File: config.mk
export PLATFORM = sky130hd
export DESIGN_NAME = rldramii_dmaster_st_arbiter
export DESIGN_NICKNAME = d
export VERILOG_FILES = /design/src/rtl/rldramii_dmaster_st_arbiter.sv
export SDC_FILE = /design/constraint.sdc
export NUM_CORES = 1
export LEC_CHECK = 0
export ABC_AREA = 0
export ABC_CLOCK_PERIOD_IN_PS = 2100
export CORE_ASPECT_RATIO = 0.8
export CORE_UTILIZATION = 23
export DETAILED_ROUTE_END_ITERATION = 6
export GPL_ROUTABILITY_DRIVEN = 0
export PLACE_DENSITY_LB_ADDON = 0.25
export SLEW_MARGIN = 40
export SYNTH_ARGS = -nofsm -noshare
export SYNTH_HDL_FRONTEND = slang
export SYNTH_SLANG_ARGS = --single-unit
File: constraint.sdc
create_clock -name clk -period 2.1 [get_ports clk]
set_input_delay 0.42 -clock clk [delete_from_list [all_inputs] [get_ports clk]]
set_output_delay 0.42 -clock clk [all_outputs]
set_load 0.01 [all_outputs]
File: src/rtl/rldramii_dmaster_st_arbiter.sv
// Packet-aware round-robin arbiter that shares the RLDRAMII debug-master byte stream.
// The grant is locked from sop to eop, the output is one registered stage, and sticky debug flags report framing and stall errors.
module rldramii_dmaster_st_arbiter #(
  parameter int NUM_REQ      = 2,
  parameter int DATA_W       = 8,
  parameter int STALL_CYCLES = 255
) (
  input  logic                      clk,
  input  logic                      reset_n,
  input  logic [NUM_REQ-1:0]        in_valid,
  input  logic [NUM_REQ*DATA_W-1:0] in_data,
  input  logic [NUM_REQ-1:0]        in_sop,
  input  logic [NUM_REQ-1:0]        in_eop,
  output logic [NUM_REQ-1:0]        in_ready,
  output logic                      out_valid,
  output logic [DATA_W-1:0]         out_data,
  output logic                      out_sop,
  output logic                      out_eop,
  input  logic                      out_ready,
  output logic [NUM_REQ-1:0]        grant,
  input  logic                      err_clr,
  output logic                      proto_err,
  output logic                      stall_err
);
  localparam int          IW        = (NUM_REQ > 1) ? $clog2(NUM_REQ) : 1;
  localparam logic [15:0] STALL_MAX = 16'(STALL_CYCLES);

  typedef enum logic {IDLE, BUSY} state_t;

  state_t             state, state_nxt;
  logic [IW-1:0]      last_grant;
  logic [IW-1:0]      gidx;
  logic [IW-1:0]      win_idx;
  logic               win_found;
  logic               first_pending;
  logic [15:0]        stall_cnt;
  logic [NUM_REQ-1:0] cand;
  logic               sel_valid, sel_sop, sel_eop;
  logic [DATA_W-1:0]  sel_data;
  logic               out_free, accept, stall_tick, stall_set, proto_set;

  assign cand      = in_valid & in_sop;
  assign out_free  = out_ready | ~out_valid;
  // grant is all-zero outside BUSY, so this also keeps everyone unready while idle
  assign in_ready  = grant & {NUM_REQ{out_free}};
  assign sel_valid = in_valid[gidx];
  assign sel_sop   = in_sop[gidx];
  assign sel_eop   = in_eop[gidx];
  assign sel_data  = in_data[gidx*DATA_W +: DATA_W];
  assign accept    = (state == BUSY) & sel_valid & out_free;

  assign stall_tick = (state == BUSY) & ~first_pending & ~sel_valid & (stall_cnt != STALL_MAX);
  assign stall_set  = stall_tick & (stall_cnt == STALL_MAX - 16'd1);
  assign proto_set  = ((state == IDLE) & |(in_valid & ~in_sop)) |
                      (accept & sel_sop & ~first_pending);

  // Round-robin search that starts just above the previous winner
  always_comb begin
    win_found = 1'b0;
    win_idx   = '0;
    for (int k = 1; k <= NUM_REQ; k++) begin
      if (!win_found && cand[(int'(last_grant) + k) % NUM_REQ]) begin
        win_found = 1'b1;
        win_idx   = IW'((int'(last_grant) + k) % NUM_REQ);
      end
    end
  end

  always_comb begin
    state_nxt = state;
    case (state)
      IDLE:    if (win_found) state_nxt = BUSY;
      BUSY:    if (accept && sel_eop) state_nxt = IDLE;
      default: state_nxt = IDLE;
    endcase
  end

  always_ff @(posedge clk) begin
    if (!reset_n) begin
      state         <= IDLE;
      grant         <= '0;
      gidx          <= '0;
      last_grant    <= IW'(NUM_REQ - 1);
      first_pending <= 1'b0;
      stall_cnt     <= '0;
      out_valid     <= 1'b0;
      out_data      <= '0;
      out_sop       <= 1'b0;
      out_eop       <= 1'b0;
      proto_err     <= 1'b0;
      stall_err     <= 1'b0;
    end else begin
      state <= state_nxt;

      if (state == IDLE && win_found) begin
        grant         <= NUM_REQ'(1) << win_idx;
        gidx          <= win_idx;
        first_pending <= 1'b1;
        stall_cnt     <= '0;
      end else if (accept) begin
        first_pending <= 1'b0;
        stall_cnt     <= '0;
        if (sel_eop) begin
          grant      <= '0;
          last_grant <= gidx;
        end
      end else if (stall_tick) begin
        stall_cnt <= stall_cnt + 16'd1;
      end

      // Output data is held until consumed; only valid drops when drained
      if (accept) begin
        out_valid <= 1'b1;
        out_data  <= sel_data;
        out_sop   <= sel_sop;
        out_eop   <= sel_eop;
      end else if (out_ready) begin
        out_valid <= 1'b0;
      end

      if (proto_set)    proto_err <= 1'b1;
      else if (err_clr) proto_err <= 1'b0;

      if (stall_set)    stall_err <= 1'b1;
      else if (err_clr) stall_err <= 1'b0;
    end
  end

endmodule

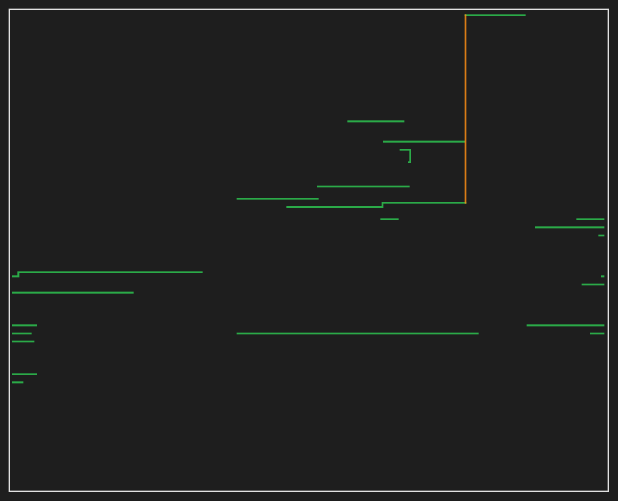
*Metal layers overlaid*
(6 px per um) Only two layers are drawn.
[M4] orange | wire length: 31.3 um
[M3] green | wire length: 241 um
Vias: 1,735
drt wl/cell: 12.7 um
GR Util All Layers: 12.4%

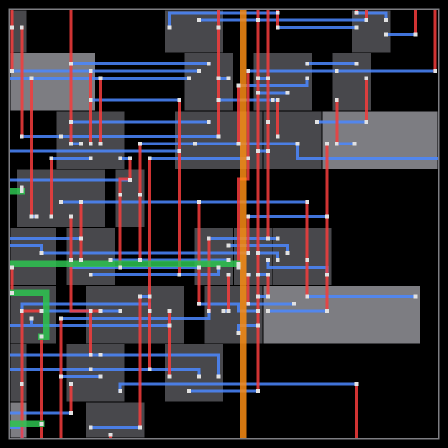
*Zoomed window*
Window x 65 to 85, y 50 to 70 um. Cells in gray, sequential cells in the stronger gray; small squares are vias.
[M2] red
[M4] orange
[M1] blue
[M3] green
netlist names of flops here include: stall_cnt (3)
most frequent: or4_1 (3), o31ai_1 (3), dfxtp_1 (3)
cells with their middle in the window: 23
sequential cells in the window: 3

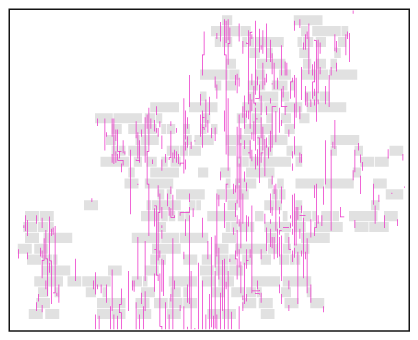
*Metal 2*
(4 px per um) Cells faint in the background.
wire length on this layer: 1,940 um
nets with wire on the layer: 239
met2 GRT Util: 17.9%
Post-Route WL: 4600 um

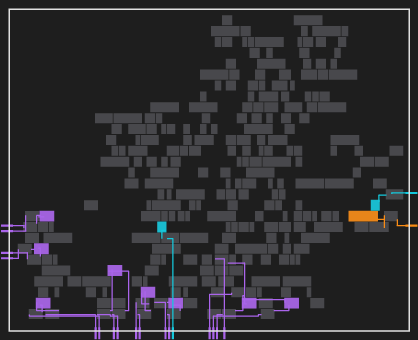
*Wires at chosen ports, followed through buffers*
(4 px per um)
[in_ready] cyan | direction: output | end cells: 2 | wire: 34.1 um
[out_valid] orange | direction: output | end cells: 1 | wire: 8.50 um
[in_data] purple | direction: input | end cells: 8 | wire: 244 um
Port Buffers: 42
io pins: 43

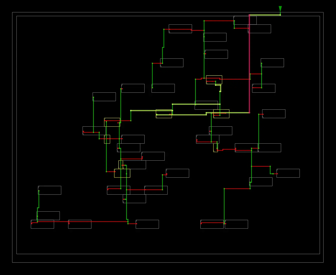
*Clock routing*
Flops: 35
CTS buffer count: 5
clk pwr: 0.476 mW

==> Slide: Implementation Results <==
Flow Results at a Glance

Synthesis
  – Count of library flops with an enable pin: 0
  – Top cells by count, synth: dfxtp_1, a21oi_1, nand2_1, nand3_1, or4_1
  – Most frequent cell after synthesis: dfxtp_1
  – Mapped Nets: between 200 and 250
  – Ys cells: 197
  – Sequential-to-total area share from yosys stat: around two fifths
  – Synth unique cells: 45
  – Top-area cell share: about two fifths
  – Synth Flop Type: dfxtp_1
  – Yosys warning count: 0
  – Cell Area, Synth: 0.00175 mm2
  – Post-synth ARST share: 0%
  – Mapped Avg Cell Area: about 8.9 um2
  – YS chip area: 0.00175 mm2
  – Post-Syn Instances: a little under 200
  – Synth area leaders: dfxtp_1, a21oi_1, mux2i_1
  – Area leader, netlist: dfxtp_1
  – Flops after synth: 35

CTS
  – Clock-pin slew on the worst setup and hold paths: ~60 ps
  – Hold_buf cts: 0
  – Clk sink count: 35
  – Worst-case clock buffer depth: 2
  – Clk Latency, worst-skew pair: between 200 and 300 ps
  – Clk root buf: clkbuf_8
  – CTS tree: yes
  – H-tree depth: 2

Global route
  – Largest net degree at the start of global routing: 20
  – Initial antenna violation count: 0
  – GR Overflow Total: 0
  – Global-route wire length before repair: between 7000 and 8000 um
  – Vias in the first global route: approximately 1,500

Power and ir drop
  – Lkg Pwr: between 0.8 and 0.9 nW
  – Power, Total: roughly 1.4 mW
  – Peak supply drop: 0.209 mV
  – Pwr Density: around 580 mW/mm2

Final timing
  – Crit share post-route: about nine tenths
  – Setup ws final: 251 ps
  – Endpoints failing setup: 0
  – Final min period: 1850 ps
  – RSZ-0062 raised after global routing: no
  – F_max: 541 MHz
  – Worst-Margin Slew: about 470 ps
  – Worst slew margin: about two thirds
  – Setup Skew: between 8 and 9 ps
  – Final Hold Violation Tally: 0
  – Slew Viols, Final: 0

Final layout
  – Core Util, Final: about a third
  – Layout cells sized above 1: a little over an eighth
  – Design area: between 0.002 and 0.003 mm2
  – Area delta synth->final: 42.9%
  – Top Registers: stall_cnt (16), out_data (8), grant (2)
  – Largest register FFs: 16
  – Final Non-Filler Cells: 361
  – Largest Register: stall_cnt
  – Nets: approximately 280
  – Antenna diodes: 0
  – # fillers: a little under 800

Run
  – Tool warning count: 27
  – Max_cap viols: 0

Floorplan
  – Die area: 0.00798 mm2
  – Die width: 99.6 um
  – Core ar.: 0.00739 mm2
  – Row cnt: 28
  – Vertical die size: between 80 and 90 um
  – Floorplan core density: roughly a quarter

Worst setup path
  – Worst setup path start: in_valid[1]
  – CP required: approximately 2300 ps
  – Worst setup EP type: register
  – Crit Path Max Fanout: 7
  – Crit start category: primary input
  – Worst Path Arrival: between 2000 and 2500 ps
  – R2R Path Start: stall_cnt[0]
  – Crit Path Class: primary input to register

Placed design
  – Placed Instances: roughly 350
  – Dpl ws: -60.6 ps
  – Cell Area, Placed: 0.00241 mm2
  – Hpwl dp: 3510 um

Route
  – Vias/cell: roughly 4.8
  – Pre-Repair DR Iteration Count: 4
  – DRC Markers: 0
  – Post-DRT Antenna Nets: 0
  – DRT iter0 DRCs: approximately 50

Run status
  – Outcome: complete, no violations

Hold path
  – Worst Hold Class: register to register
  – Min-delay src: out_eop
[per-stage QoR]
stage               setup TNS (ps)  hold WS (ps)
CTS                              0           467
finish                           0           464
global placement              -122           450
detailed placement            -302           453
global route                     0           486
floorplan                        0           441
[path summary, 6_finish.rpt]
| path | to | slack, ps | depth (start not counted) |
|---|---|---|---|
| worst max-delay path | stall_cnt[0] | 250 | 6 |
| worst min register to register | out_eop | 460 | 2 |
| worst max register to register | stall_cnt[14] | 290 | 5 |
| worst min-delay path | out_eop | 460 | 2 |
[per-layer routing]
layer / up-vias / global-route usage [%] / share of wire (%) / wire, um
met5: - / 0 / 0 / 0
met3: 2 / 3.57 / 5.2 / 240
met2: 30 / 17.9 / 42 / 1940
met1: 833 / 17.8 / 52 / 2390
met4: 0 / 3.53 / 0.67 / 31
li1: 870 / - / - / -
[cell type report]
cell class                 count  area, um2  share of cell area [%]
timing repair buffer          60        573                    22.9
clock buffer                   7       76.3                    3.05
sequential                    35        701                    28.0
tap                          105        131                    5.24
inverter                       7       26.3                    1.05
multi-input combinational    146        992                    39.6
clock inverter                 1       5.00                   0.200
[worst max-delay path: stages]
cell and delay [ps]:
clkdlybuf4s50_1 480, mux2i_4 240, nand2_1 220, buf_4 210, or3_1 350, a21oi_1 140
[placed cells by master (no fill, tap or decap), types with 2 or more instances in the layout]
| cell type | count |
|---|---|
| a211oi_1 | 9 |
| a21oi_1 | 23 |
| and2_1 | 2 |
| and3_1 | 2 |
| and4_1 | 3 |
| buf_4 | 17 |
| clkbuf_1 | 2 |
| clkbuf_8 | 5 |
| clkdlybuf4s50_1 | 40 |
| dfxtp_1 | 35 |
| dlymetal6s2s_1 | 2 |
| ha_1 | 2 |
| inv_1 | 6 |
| mux2_2 | 2 |
| mux2i_1 | 10 |
| nand2_1 | 11 |
| nand3_1 | 11 |
| nand4_1 | 8 |
| nor2_1 | 9 |
| o21ai_0 | 4 |
| o21bai_1 | 2 |
| o31ai_1 | 9 |
| or3_1 | 5 |
| or4_1 | 11 |
| or4_4 | 2 |
[cells by family (layout without fill, tap and decap cells)]
logic type / count (synthesis) / count (layout) / share of synthesized area (%)
fa+ha+maj: 2 / 2 / 1.43
simple gates: 77 / 77 / 26.9
compound gates: 54 / 54 / 19.6
mux: 13 / 13 / 8.28
buf+inv: 16 / 75 / 3.85
flops: 35 / 35 / 40.0
[where the power goes]
part | switching (mW) | leakage [nW] | internal, mW
logic | 0.113 | 0.526 | 0.148
registers | 0.0201 | 0.285 | 0.691
clock network | 0.243 | 0.0422 | 0.233
total | 0.376 | 0.853 | 1.07
[repair_timing]
item	CTS	global route
endpoints found under the setup margin	2	2
setup buffers	0	0
resized	1	2
Power and IR drop assume default switching activity.
